### Ports around the boundary, run 1

Bar = 10 µm. Pins as bars across the die edge, other pins in grey.
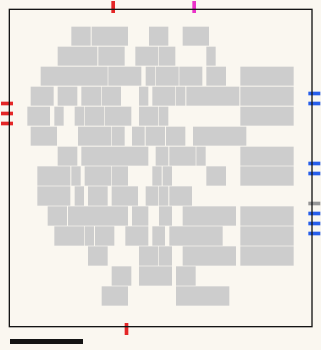
### Signal metal coverage by tile, run 1

The die is cut into 8 by 9 equal tiles; white is low, dark blue is high, scaled to the fullest tile. Values are wire area over tile area, all layers added.
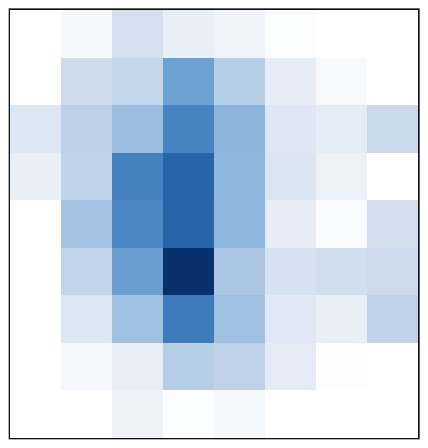
### Clock nets, run 1

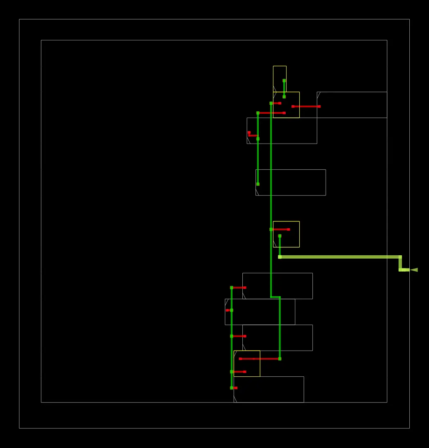
--- src/rtl/display_glyph_pkg.sv ---
`default_nettype none
// ============================================================================
// Module   : display_glyph_pkg
// Purpose  : Glyph codes and active-low 7-segment patterns shared by the
//            digit decoder and the display controller.
// Revision : 1.0 - initial release
// ============================================================================
package display_glyph_pkg;

    localparam int unsigned GLY_W = 5;
    localparam int unsigned SEG_W = 7;

    localparam logic [GLY_W-1:0] GLY_F     = 5'd0;
    localparam logic [GLY_W-1:0] GLY_E     = 5'd1;
    localparam logic [GLY_W-1:0] GLY_L     = 5'd2;
    localparam logic [GLY_W-1:0] GLY_I     = 5'd3;
    localparam logic [GLY_W-1:0] GLY_Z     = 5'd4;
    localparam logic [GLY_W-1:0] GLY_N     = 5'd5;
    localparam logic [GLY_W-1:0] GLY_U     = 5'd6;
    localparam logic [GLY_W-1:0] GLY_T     = 5'd7;
    localparam logic [GLY_W-1:0] GLY_R     = 5'd8;
    localparam logic [GLY_W-1:0] GLY_O     = 5'd9;
    localparam logic [GLY_W-1:0] GLY_H     = 5'd10;
    localparam logic [GLY_W-1:0] GLY_A     = 5'd11;
    localparam logic [GLY_W-1:0] GLY_ML    = 5'd12;
    localparam logic [GLY_W-1:0] GLY_B     = 5'd13;
    localparam logic [GLY_W-1:0] GLY_D     = 5'd14;
    localparam logic [GLY_W-1:0] GLY_S     = 5'd15;
    localparam logic [GLY_W-1:0] GLY_C     = 5'd16;
    localparam logic [GLY_W-1:0] GLY_MR    = 5'd17;
    localparam logic [GLY_W-1:0] GLY_BLANK = 5'd31;

    // Active-low patterns, bit order gfedcba.
    localparam logic [SEG_W-1:0] SEG_F     = 7'b0001110;
    localparam logic [SEG_W-1:0] SEG_E     = 7'b0000110;
    localparam logic [SEG_W-1:0] SEG_L     = 7'b1000111;
    localparam logic [SEG_W-1:0] SEG_I     = 7'b1111001;
    localparam logic [SEG_W-1:0] SEG_Z     = 7'b0100100;
    localparam logic [SEG_W-1:0] SEG_N     = 7'b1001000;
    localparam logic [SEG_W-1:0] SEG_U     = 7'b1000001;
    localparam logic [SEG_W-1:0] SEG_T     = 7'b0000111;
    localparam logic [SEG_W-1:0] SEG_R     = 7'b0101111;
    localparam logic [SEG_W-1:0] SEG_O     = 7'b1000000;
    localparam logic [SEG_W-1:0] SEG_H     = 7'b0001001;
    localparam logic [SEG_W-1:0] SEG_A     = 7'b0001000;
    localparam logic [SEG_W-1:0] SEG_ML    = 7'b1001100;
    localparam logic [SEG_W-1:0] SEG_B     = 7'b0000011;
    localparam logic [SEG_W-1:0] SEG_D     = 7'b0100001;
    localparam logic [SEG_W-1:0] SEG_S     = 7'b0010010;
    localparam logic [SEG_W-1:0] SEG_C     = 7'b1000110;
    localparam logic [SEG_W-1:0] SEG_MR    = 7'b1111000;
    localparam logic [SEG_W-1:0] SEG_BLANK = 7'b1111111;

    // Every code outside the letter set falls through to blank.
    function automatic logic [SEG_W-1:0] glyph_pattern(input logic [GLY_W-1:0] code);
        logic [SEG_W-1:0] pat;
        pat = SEG_BLANK;
        case (code)
            GLY_F:     pat = SEG_F;
            GLY_E:     pat = SEG_E;
            GLY_L:     pat = SEG_L;
            GLY_I:     pat = SEG_I;
            GLY_Z:     pat = SEG_Z;
            GLY_N:     pat = SEG_N;
            GLY_U:     pat = SEG_U;
            GLY_T:     pat = SEG_T;
            GLY_R:     pat = SEG_R;
            GLY_O:     pat = SEG_O;
            GLY_H:     pat = SEG_H;
            GLY_A:     pat = SEG_A;
            GLY_ML:    pat = SEG_ML;
            GLY_B:     pat = SEG_B;
            GLY_D:     pat = SEG_D;
            GLY_S:     pat = SEG_S;
            GLY_C:     pat = SEG_C;
            GLY_MR:    pat = SEG_MR;
            GLY_BLANK: pat = SEG_BLANK;
            default:   pat = SEG_BLANK;
        endcase
        return pat;
    endfunction

endpackage
`default_nettype wire

--- src/rtl/bcd_to_seven_seg.sv ---
`default_nettype none
// ============================================================================
// Module   : bcd_to_seven_seg
// Purpose  : Registered glyph decoder, 5-bit character code to 7-segment drive.
// Revision : 1.0 - initial release
// ============================================================================
module bcd_to_seven_seg
    import display_glyph_pkg::*;
#(
    parameter bit ACTIVE_LOW = 1'b1
) (
    input  logic             clk,
    input  logic             rst,
    input  logic [GLY_W-1:0] bcd,
    output logic [SEG_W-1:0] seg
);

    localparam logic [SEG_W-1:0] c_blank = ACTIVE_LOW ? SEG_BLANK : ~SEG_BLANK;

    logic [SEG_W-1:0] w_pattern_al;
    logic [SEG_W-1:0] w_pattern;
    logic [SEG_W-1:0] r_seg;

    assign w_pattern_al = glyph_pattern(bcd);
    assign w_pattern    = ACTIVE_LOW ? w_pattern_al : ~w_pattern_al;

    always_ff @(posedge clk) begin
        if (rst) begin
            r_seg <= c_blank;
        end else begin
            r_seg <= w_pattern;
        end
    end

    assign seg = r_seg;

    // Codes past the letter set must never light a segment.
    always_comb begin
        if (bcd >= 5'd18) begin
            assert (w_pattern_al == SEG_BLANK);
        end
    end

    a_blank_high_codes : assert property (
        @(posedge clk) disable iff (rst) (bcd >= 5'd18) |=> (seg == c_blank)
    );

endmodule
`default_nettype wire

--- config.mk ---
export PLATFORM = sky130hd
export DESIGN_NAME = bcd_to_seven_seg
export DESIGN_NICKNAME = d
export VERILOG_FILES = /design/src/rtl/display_glyph_pkg.sv /design/src/rtl/bcd_to_seven_seg.sv
export SDC_FILE = /design/constraint.sdc
export NUM_CORES = 1
export LEC_CHECK = 0
export CORE_AREA = 2 2 39 41
export DETAILED_ROUTE_END_ITERATION = 12
export DIE_AREA = 0 0 41 43
export PLACE_DENSITY = 0.65
export SLEW_MARGIN = 20
export SYNTH_ARGS = -nofsm -noshare
export SYNTH_HDL_FRONTEND = slang
export SYNTH_SLANG_ARGS = --single-unit
export TNS_END_PERCENT = 1
--- constraint.sdc ---
create_clock -name clk -period 1.5 [get_ports clk]
set_input_delay 0.375 -clock clk [delete_from_list [all_inputs] [get_ports clk]]
set_output_delay 0.375 -clock clk [all_outputs]
set_load 0.1 [all_outputs]
==> impl_metrics.csv, run 1 <==
group,metric,value,unit
final_layout,comb_cells,41,
drt,ant_nets,0,
sta,post-route-min-period,1.44,ns
final_layout,nNonClkBuffers,26,
drt,wire_per_inst,10.5,µm
clock_tree,tritoncts,"yes",
final_layout,area_delta_synth_final,64.9,%
pwr,comb_cell_power,0.277,mW
logic_synthesis,yosysWarnings,0,
logic_synthesis,syn_inst,57,
die,pin_count,14,
final_layout,largest_reg_flops,7,
final_layout,comb_area,370,µm²
final_layout,final_cell_count_no_fill,100,
final_layout,drive_gt1_share,41.7,%
clock_tree,clk_path_buf_depth,2,
setup_path,cp_slowest_cell,"mux4_2",
die,fp_util,38.3,%
final_layout,comb-cell-share,42.3,%
clock_tree,clk_pin_slew_worst_paths,0.05,ns
setup_path,end_kind,"flip-flop",
die,rows,14,
global_routing,grt_pass1_wl,1.80,mm
sta,finalCritPeriodShare,96.0,%
drt,drt-total-wl,1.05,mm
sta,rsz0062_at_grt,"no",
pwr,seq_power_share,32.2,%
drt,viasPerCell,5.00,
final_layout,final_nets,99,
setup_path,crit_family,"buffers and inverters",
job,tool_warnings,32,
logic_synthesis,edf_count,0,
drt,drt_iter0_drc,6,
drt,dr.pass1.iters,4,
sta,setup_slack,0.0607,ns
die,tapCellCount,16,
sta,finalMaxSlewViolations,0,
placement,dp_hpwl,902,µm
pwr,p_leak,0.396,nW
pwr,vdd_drop_max,0.264,mV
global_routing,grt_pass1_vias,478,
clock_tree,htreeDepth,1,
pwr,power_leader,"combinational logic",
sta,tightest_slew,0.213,ns
clock_tree,cts.hold.buffers_added,0,
logic_synthesis,flop_cell,"dfxtp_1",
setup_path,path_cells,"dlygate4sd2_1 > inv_2 > buf_4 > ha_1 > inv_1 > mux4_2 > o21ai_1",
logic_synthesis,common_cells,"7 x dfxtp_1, 7 x ha_1, 6 x inv_1, 4 x nand2_1",
pwr,p_per_area,742,mW/mm²
pwr,clkPwrFrac,25.1,%
sta,max_slew_margin,85.7,%
setup_path,cp-start-kind,"input port",
sta,hold_viol,0,
pwr,switching_share,34.9,%
placement,pre_cts_ws,-0.470,ns
die,die_area,0.00176,mm²
placement,gp_congestion,0.834,
logic_synthesis,ys_seq_share,26.4,%
setup_path,path_class,"in -> reg",
global_routing,grt_max_degree,13,
drt,vias,500,
final_layout,fill_cells,121,
outcome,status,"finished clean",
final_layout,diodes,0,
setup_path,cp_num_buf_inv,4,
final_layout,fin_util,63.2,%
clock_tree,postCtsSetupBuffers,0,
logic_synthesis,synth_nets,71,
logic_synthesis,ys_types,29,
sta,setup_violations,0,
setup_path,required,1.68,ns
logic_synthesis,ys_area,531,µm²
final_layout,buffer_area_share,33.8,%
logic_synthesis,yosysTopAreaCell,"dfxtp_1",
die,coreArea,0.00138,mm²
pwr,powerSeq,0.209,mW
final_layout,clkCellAreaFrac,3.00,%
logic_synthesis,topCellsByArea,"dfxtp_1 26%, ha_1 17%, buf_6 4.2%",
logic_synthesis,top_cell_area_share,26.4,%
clock_tree,cts_root_buffer,"clkbuf_4",
final_layout,ff_latch_area,140,µm²
global_routing,antenna_found_initial,0,
hold_path,min_path_type,"in -> reg",
pwr,comb_power_share,42.7,%
logic_synthesis,ys_cells,57,
global_routing,grt-ovfl-total,0,
setup_path,cp.arrival,1.61,ns
pwr,internal_power,0.422,mW
global_routing,grt_usage,14.7,%
final_layout,sh_seq_area,16.0,%
placement,dp_cells,96,
drt,drc,0,
job,max_cap_violations,0,
final_layout,largest_class,"logic gates",
Back to the opening pictures, 'Ports around the boundary':
| colour | port | pins | direction | edge |
|---|---|---|---|---|
| red | bcd | 5 | input | 3 left, 1 bottom, 1 top |
| magenta | rst | 1 | input | top |
| blue | seg | 7 | output | right |
all pins by edge: 8 right, 3 left, 2 top, 1 bottom
I/O Buffers: 13
Die Wd: 41 µm

Back to the opening pictures, 'Signal metal coverage by tile':
densest ninth of the die: middle
tiles over half the peak: 13%
fullest tile: 0.46
nearly empty tiles: 26%
mean over tiles: 0.097

Back to the opening pictures, 'Clock nets':
Num CTS Buffers: 3
Seq cells: 7
Sink Count: 7
clock buf count: 4
Clock Power: 0.163 mW

-- run 1: per-layer routing --
metal  track usage (%)  vias up  wire [µm]
met1              16.8      223        426
li1                  -      256          -
met4              8.67        0         32
met3              3.14        4         48
met2              23.4       17        544
met5                 0        -          0
-- run 1: stage by stage --
stage / hold slack, ns / cell area, µm² / TNS (ns) / power, mW
3_5_place_dp: 0.841 / 818 / -2.21 / 0.483
3_3_place_gp: 0.842 / 818 / -2.08 / 0.480
2_1_floorplan: 0.461 / 531 / 0 / 0.371
4_1_cts: 0.787 / 870 / 0 / 0.657
5_1_grt: 0.818 / 875 / 0 / 0.686
6_report: 0.792 / 875 / 0 / 0.649
-- run 1: repair_timing --
action,4_1_cts,5_1_grt
gates resized,8,1
pin swaps,1,0
setup endpoints to repair,6,1
-- run 1: worst paths after layout --
path | startpoint | endpoint | slack (ns) | cells past startpoint
min | bcd[0] | seg[1] | 0.79 | 5
max | bcd[1] | seg[3] | 0.06 | 7
-- run 1: cells in the final DEF (no fill, tap or decap), types with 2 or more instances in the layout --
master	instances
dlygate4sd2_1	2
buf_4	13
dfxtp_1	7
nand2_1	4
clkbuf_4	3
o21ai_1	2
mux2i_1	2
ha_4	2
inv_1	4
clkdlybuf4s50_1	4
nor3_1	2
ha_1	4
nor2_1	3
inv_2	2
o21ai_0	3
buf_12	7
-- run 1: kinds of logic after synthesis --
group / Yosys count / synth area share [%]
flip-flops: 7 / 26.4
multiplexers: 4 / 10.1
AND/OR/NAND/NOR: 16 / 17.7
AND-OR/OR-AND: 13 / 17.7
adder cells (fa/ha/maj): 7 / 16.5
XOR/XNOR: 1 / 1.65
buffers and inverters: 9 / 9.91
-- run 1: worst min-delay path: stages --
cell and delay (ns):
dlygate4sd2_1 0.25, buf_4 0.14, nand2_1 0.04, nand4b_1 0.08, a31o_1 0.12
==> run 1 -> run 2 <==
--- a/config.mk
+++ b/config.mk
@@ -6,6 +6,7 @@
 export NUM_CORES = 1
 export LEC_CHECK = 0
 export CORE_AREA = 2 2 39 41
+export CTS_CLUSTER_SIZE = 14
 export DETAILED_ROUTE_END_ITERATION = 12
 export DIE_AREA = 0 0 41 43
 export PLACE_DENSITY = 0.65
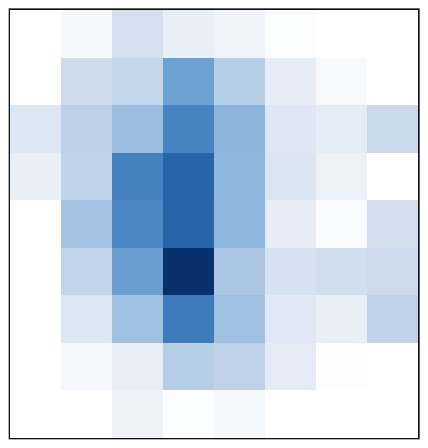
*Signal metal coverage by tile, run 2*
The die is cut into 8 by 9 equal tiles; white is low, dark blue is high, scaled to the fullest tile. Values are wire area over tile area, all layers added.
tiles over half the peak: 13%
mean over tiles: 0.097
densest ninth of the die: middle
nearly empty tiles: 26%
Vias: 500
per-cell routed wire length: 10.5 µm

==> impl_metrics.csv, run 2 <==
group,metric,value,unit
outcome,status,"finished clean",
logic_synthesis,topCellsByArea,"dfxtp_1 26%, ha_1 17%, buf_6 4.2%",
placement,dp_hpwl,902,µm
logic_synthesis,yosysWarnings,0,
setup_path,cp.arrival,1.61,ns
setup_path,crit_start,"bcd[1]",
setup_path,end_kind,"flip-flop",
drt,drt_iter0_drc,6,
sta,max_slew_margin,85.7,%
setup_path,critPathCapture,"seg[3]",
drt,ant_nets,0,
logic_synthesis,synth_nets,71,
setup_path,path_cells,"dlygate4sd2_1 > inv_2 > buf_4 > ha_1 > inv_1 > mux4_2 > o21ai_1",
clock_tree,postCtsSetupBuffers,0,
clock_tree,clk_pin_slew_worst_paths,0.05,ns
global_routing,grt_pass1_wl,1.80,mm
clock_tree,cts_root_buffer,"clkbuf_4",
logic_synthesis,common_cells,"7 x dfxtp_1, 7 x ha_1, 6 x inv_1, 4 x nand2_1",
sta,post-route-min-period,1.44,ns
setup_path,path_depth,7,
logic_synthesis,ys_seq_share,26.4,%
setup_path,crit_family,"buffers and inverters",
setup_path,cp_num_buf_inv,4,
clock_tree,numCtsBuffers,3,
global_routing,grt_usage,14.7,%
final_layout,largest_reg_flops,7,
final_layout,drive_gt1_share,41.7,%
logic_synthesis,yosysTopAreaCell,"dfxtp_1",
global_routing,grt-ovfl-total,0,
sta,rsz0062_at_grt,"no",
clock_tree,tritoncts,"yes",
die,die_x,41,µm
sta,fin_setup_tns,0,ns
final_layout,area_delta_synth_final,64.9,%
logic_synthesis,ys_area,531,µm²
hold_path,min_path_type,"in -> reg",
pwr,p_per_area,742,mW/mm²
setup_path,cp-start-kind,"input port",
die,fp_util,38.3,%
final_layout,diodes,0,
pwr,p_total,0.649,mW
final_layout,mostFrequentLayoutCell,"buf_4",
global_routing,antenna_found_initial,0,
sta,finalMaxSlewViolations,0,
global_routing,grt_pass1_vias,478,
logic_synthesis,top_cell_area_share,26.4,%
sta,finalCritPeriodShare,96.0,%
job,max_cap_violations,0,
placement,io_buffers,13,
clock_tree,cts.hold.buffers_added,0,
pwr,p_leak,0.396,nW
die,rows,14,
sta,setup_violations,0,
drt,viasPerCell,5.00,
logic_synthesis,edf_count,0,
logic_synthesis,ys_cells,57,
job,tool_warnings,32,
clock_tree,clk_path_buf_depth,2,
logic_synthesis,ys_types,29,
drt,dr.pass1.iters,4,
die,coreArea,0.00138,mm²
logic_synthesis,flop_cell,"dfxtp_1",
logic_synthesis,syn_inst,57,
setup_path,path_class,"in -> reg",
die,pin_count,14,
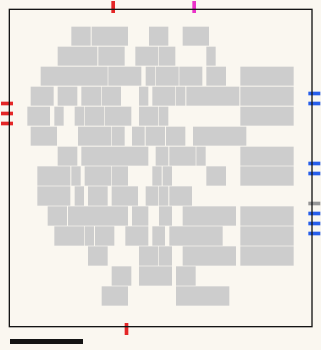
*Ports around the boundary, run 2*
Bar = 10 µm. Pins as bars across the die edge, other pins in grey.
| colour | port | pins | direction | edge |
|---|---|---|---|---|
| blue | seg | 7 | output | right |
| magenta | rst | 1 | input | top |
| red | bcd | 5 | input | 3 left, 1 bottom, 1 top |
all pins by edge: 8 right, 3 left, 2 top, 1 bottom
die y size: 43 µm

-- run 2: where the power goes --
part | internal [mW] | switching, mW
clock network | 0.101 | 0.0617
registers | 0.199 | 0.00986
logic | 0.122 | 0.155
total | 0.422 | 0.226
-- run 2: how the worst min path moves through the flow --
stage | startpoint | to | depth (start not counted)
detailed placement | seg[1] | seg[1] | 1
finish | bcd[0] | seg[1] | 5
global placement | seg[0] | seg[0] | 1
CTS | bcd[0] | seg[1] | 5
floorplan | rst | seg[0] | 1
global route | rst | seg[0] | 2
-- run 2: what timing repair did --
item | CTS | global route
pin swaps | 1 | 0
endpoints found under the setup margin | 6 | 1
endpoints found under the hold margin | 0 | 0
gates resized | 8 | 1
-- run 2: layout make-up --
cell class | instances | area [µm²]
clock buffers | 4 | 26.3
fillers | 121 | 509
inverters | 6 | 22.5
multi-input cells | 41 | 370
flip-flops and latches | 7 | 140
well taps | 16 | 20.0
repair buffers | 26 | 295
-- run 2: cell families after synthesis --
group | synth area share [%]
mux | 10.1
compound gates | 17.7
flops | 26.4
buf+inv | 9.91
simple gates | 17.7
xor+xnor | 1.65
fa+ha+maj | 16.5
-- run 2: through the flow --
stage | util (%) | setup WS (ns) | hold slack (ns) | instance area [µm²] | std cells
after floorplan | - | 0.139 | 0.461 | 531 | 57
after global placement | 59.1 | -0.421 | 0.842 | 818 | 96
after detailed placement | 59.1 | -0.470 | 0.841 | 818 | 96
after CTS | 62.8 | 0.0525 | 0.787 | 870 | 100
after global routing | 63.2 | 0.000285 | 0.818 | 875 | 100
final | 63.2 | 0.0607 | 0.792 | 875 | 100
-- run 2: per-layer routing --
metal	routed length [µm]	up-vias	global-route usage [%]
met5	0	-	0
met4	32	0	8.67
met3	48	4	3.14
met2	544	17	23.4
met1	426	223	16.8
li1	-	256	-
### Clock nets, run 2

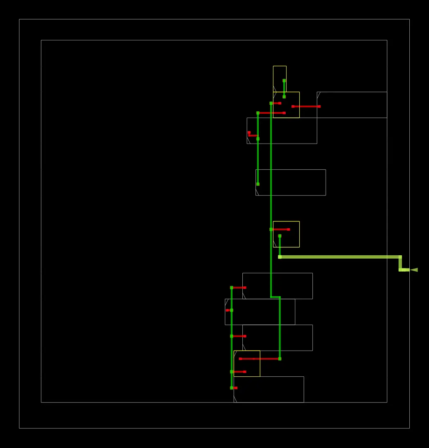

==> run 2 -> run 3 <==
--- a/config.mk
+++ b/config.mk
@@ -10,6 +10,7 @@
 export DETAILED_ROUTE_END_ITERATION = 12
 export DIE_AREA = 0 0 41 43
 export PLACE_DENSITY = 0.65
+export SETUP_SLACK_MARGIN = 0.2
 export SLEW_MARGIN = 20
 export SYNTH_ARGS = -nofsm -noshare
 export SYNTH_HDL_FRONTEND = slang
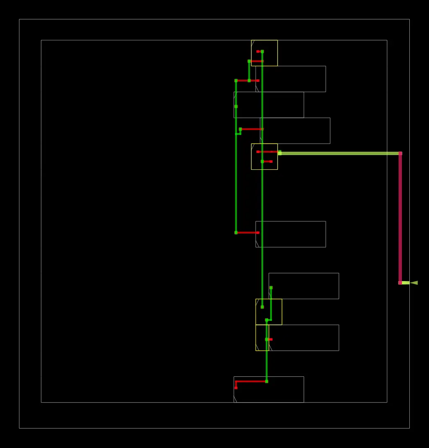
*Clock nets, run 3*
Clock Power: 0.164 mW

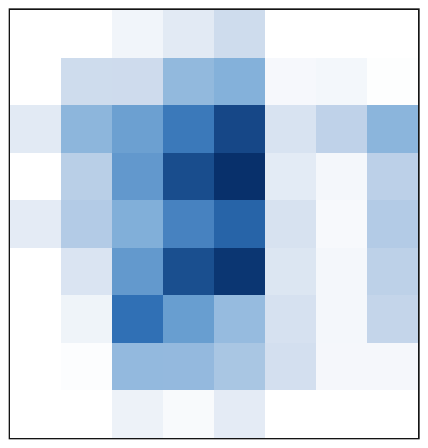
*Signal metal coverage by tile, run 3*
The die is cut into 8 by 9 equal tiles; white is low, dark blue is high, scaled to the fullest tile. Values are wire area over tile area, all layers added.
emptiest ninth of the die: bottom right
tiles over half the peak: 18%
nearly empty tiles: 24%
fullest tile: 0.36
per-cell routed wire length: 10.8 µm
Routed WL: 1.05 mm

==> impl_metrics.csv, run 3 <==
group,metric,value,unit
logic_synthesis,ys_types,29,
logic_synthesis,topCellsByArea,"dfxtp_1 26%, ha_1 17%, buf_6 4.2%",
clock_tree,numCtsBuffers,3,
sta,rsz0062_at_grt,"yes",
logic_synthesis,edf_count,0,
die,pin_count,14,
final_layout,final_nets,97,
job,tool_warnings,35,
setup_path,cp.arrival,1.47,ns
sta,setup_violations,0,
drt,vias,475,
sta,tightest_slew,0.224,ns
clock_tree,postCtsSetupBuffers,0,
final_layout,area_delta_synth_final,63.0,%
placement,dp_hpwl,899,µm
final_layout,postLayoutCellArea,865,µm²
logic_synthesis,avgSynthCellArea,9.31,µm²
logic_synthesis,ys_sh_mux,10.1,%
setup_path,required,1.68,ns
global_routing,grt_pass1_vias,450,
logic_synthesis,ys_seq_share,26.4,%
final_layout,final_cell_count_no_fill,98,
final_layout,mostFrequentLayoutCell,"buf_4",
logic_synthesis,synth-xor-area-share,1.65,%
placement,pre_cts_ws,-0.510,ns
global_routing,grt_max_degree,13,
sta,whs,0.537,ns
clock_tree,cts.hold.buffers_added,0,
die,fp.dieH,43,µm
final_layout,diodes,0,
logic_synthesis,syn_inst,57,
sta,fin_setup_tns,0,ns
die,die_x,41,µm
die,die_area,0.00176,mm²
logic_synthesis,yosys.area_share.adder,16.5,%
drt,drt_iter0_drc,13,
sta,setup_slack,0.211,ns
logic_synthesis,ys_cells,57,
final_layout,final_cell_mix,"12 x buf_4, 7 x buf_12, 7 x dfxtp_1",
clock_tree,clk_pin_slew_worst_paths,0.05,ns
final_layout,fill_cells,128,
logic_synthesis,synth_nets,71,
setup_path,end_kind,"flip-flop",
pwr,p_total,0.650,mW
drt,dr.pass1.iters,4,
pwr,vdd_drop_max,0.251,mV
logic_synthesis,top_cell_area_share,26.4,%
placement,gp_congestion,0.836,
global_routing,grt_pass1_wl,1.79,mm
job,max_cap_violations,0,
clock_tree,htreeDepth,1,
die,rows,14,
logic_synthesis,ys_sh_simple,17.7,%
logic_synthesis,ys_area,531,µm²
logic_synthesis,yosysWarnings,0,
hold_path,min_path_type,"in -> reg",
die,coreArea,0.00138,mm²
placement,post_dp_cell_area,826,µm²
final_layout,drive_gt1_share,42.7,%
clock_tree,tritoncts,"yes",
clock_tree,clk_path_buf_depth,2,
final_layout,fin_util,62.5,%
placement,io_buffers,13,
die,fp_util,38.3,%
sta,post-route-min-period,1.29,ns
sta,hold_viol,0,
logic_synthesis,common_cells,"7 x dfxtp_1, 7 x ha_1, 6 x inv_1, 4 x nand2_1",
sta,finalMaxSlewViolations,0,
clock_tree,cts_root_buffer,"clkbuf_4",
logic_synthesis,ys_top_logic_family,"AND-OR/OR-AND gates",
drt,ant_nets,0,
sta,max_freq,776,MHz
global_routing,antenna_found_initial,0,
outcome,status,"finished clean",
logic_synthesis,ys_sh_aoi,17.7,%
pwr,p_leak,0.382,nW
logic_synthesis,async_flop_share,0,%
sta,finalCritPeriodShare,85.9,%
logic_synthesis,ys.flops,7,
global_routing,grt-ovfl-total,0,
placement,dp_cells,94,
final_layout,largest_reg_flops,7,
logic_synthesis,flop_cell,"dfxtp_1",
setup_path,path_class,"in -> reg",
pwr,p_per_area,752,mW/mm²
drt,viasPerCell,4.85,
global_routing,grt_usage,15.4,%
logic_synthesis,yosysTopAreaCell,"dfxtp_1",
setup_path,cp-start-kind,"input port",
sta,max_slew_margin,85.1,%
-- run 3: cell counts after synthesis --
No cell type changed its count.
-- run 3: cell families (layout without fill, tap and decap cells) --
group | Yosys count | after routing
xor+xnor | 1 | 1
mux | 4 | 4
compound gates | 13 | 13
buf+inv | 9 | 34
flops | 7 | 7
simple gates | 16 | 16
fa+ha+maj | 7 | 7
-- run 3: what timing repair did --
| item | in CTS | in global routing |
|---|---|---|
| resized | 13 | 5 |
| endpoints found under the setup margin | 7 | 2 |
| pin swaps | 3 | 2 |
| hold endpoints to repair | 0 | 0 |
-- run 3: per-layer routing --
metal  wire [µm]  share of wire [%]  GRT usage [%]
met5           0                  0              0
met2         569                 54           26.3
met4          13                1.2           12.0
met3          38                3.6           1.57
met1         433                 41           15.5
-- run 3: area by class of cell --
cell class / count / area [µm²] / share of cell area, %
multi-input cells: 41 / 370 / 42.8
repair buffers: 24 / 278 / 32.1
flip-flops and latches: 7 / 140 / 16.2
inverters: 6 / 30.0 / 3.47
clock buffers: 4 / 26.3 / 3.04
well taps: 16 / 20.0 / 2.32
-- run 3: power breakdown --
group          switching [mW]  internal, mW
logic                   0.158         0.120
clock network          0.0626         0.101
registers             0.00945         0.199
total                   0.230         0.420
-- run 3: path summary, 6_finish.rpt --
kind  cells past startpoint    from     end
min                       4  bcd[1]  seg[0]
max                       5  bcd[0]  seg[3]
-- run 3: critical path: stages --
cell,delay [ns]
buf_4,0.10
clkinvlp_4,0.13
ha_4,0.27
mux4_2,0.46
o21ai_1,0.13
Power and IR drop assume default switching activity.
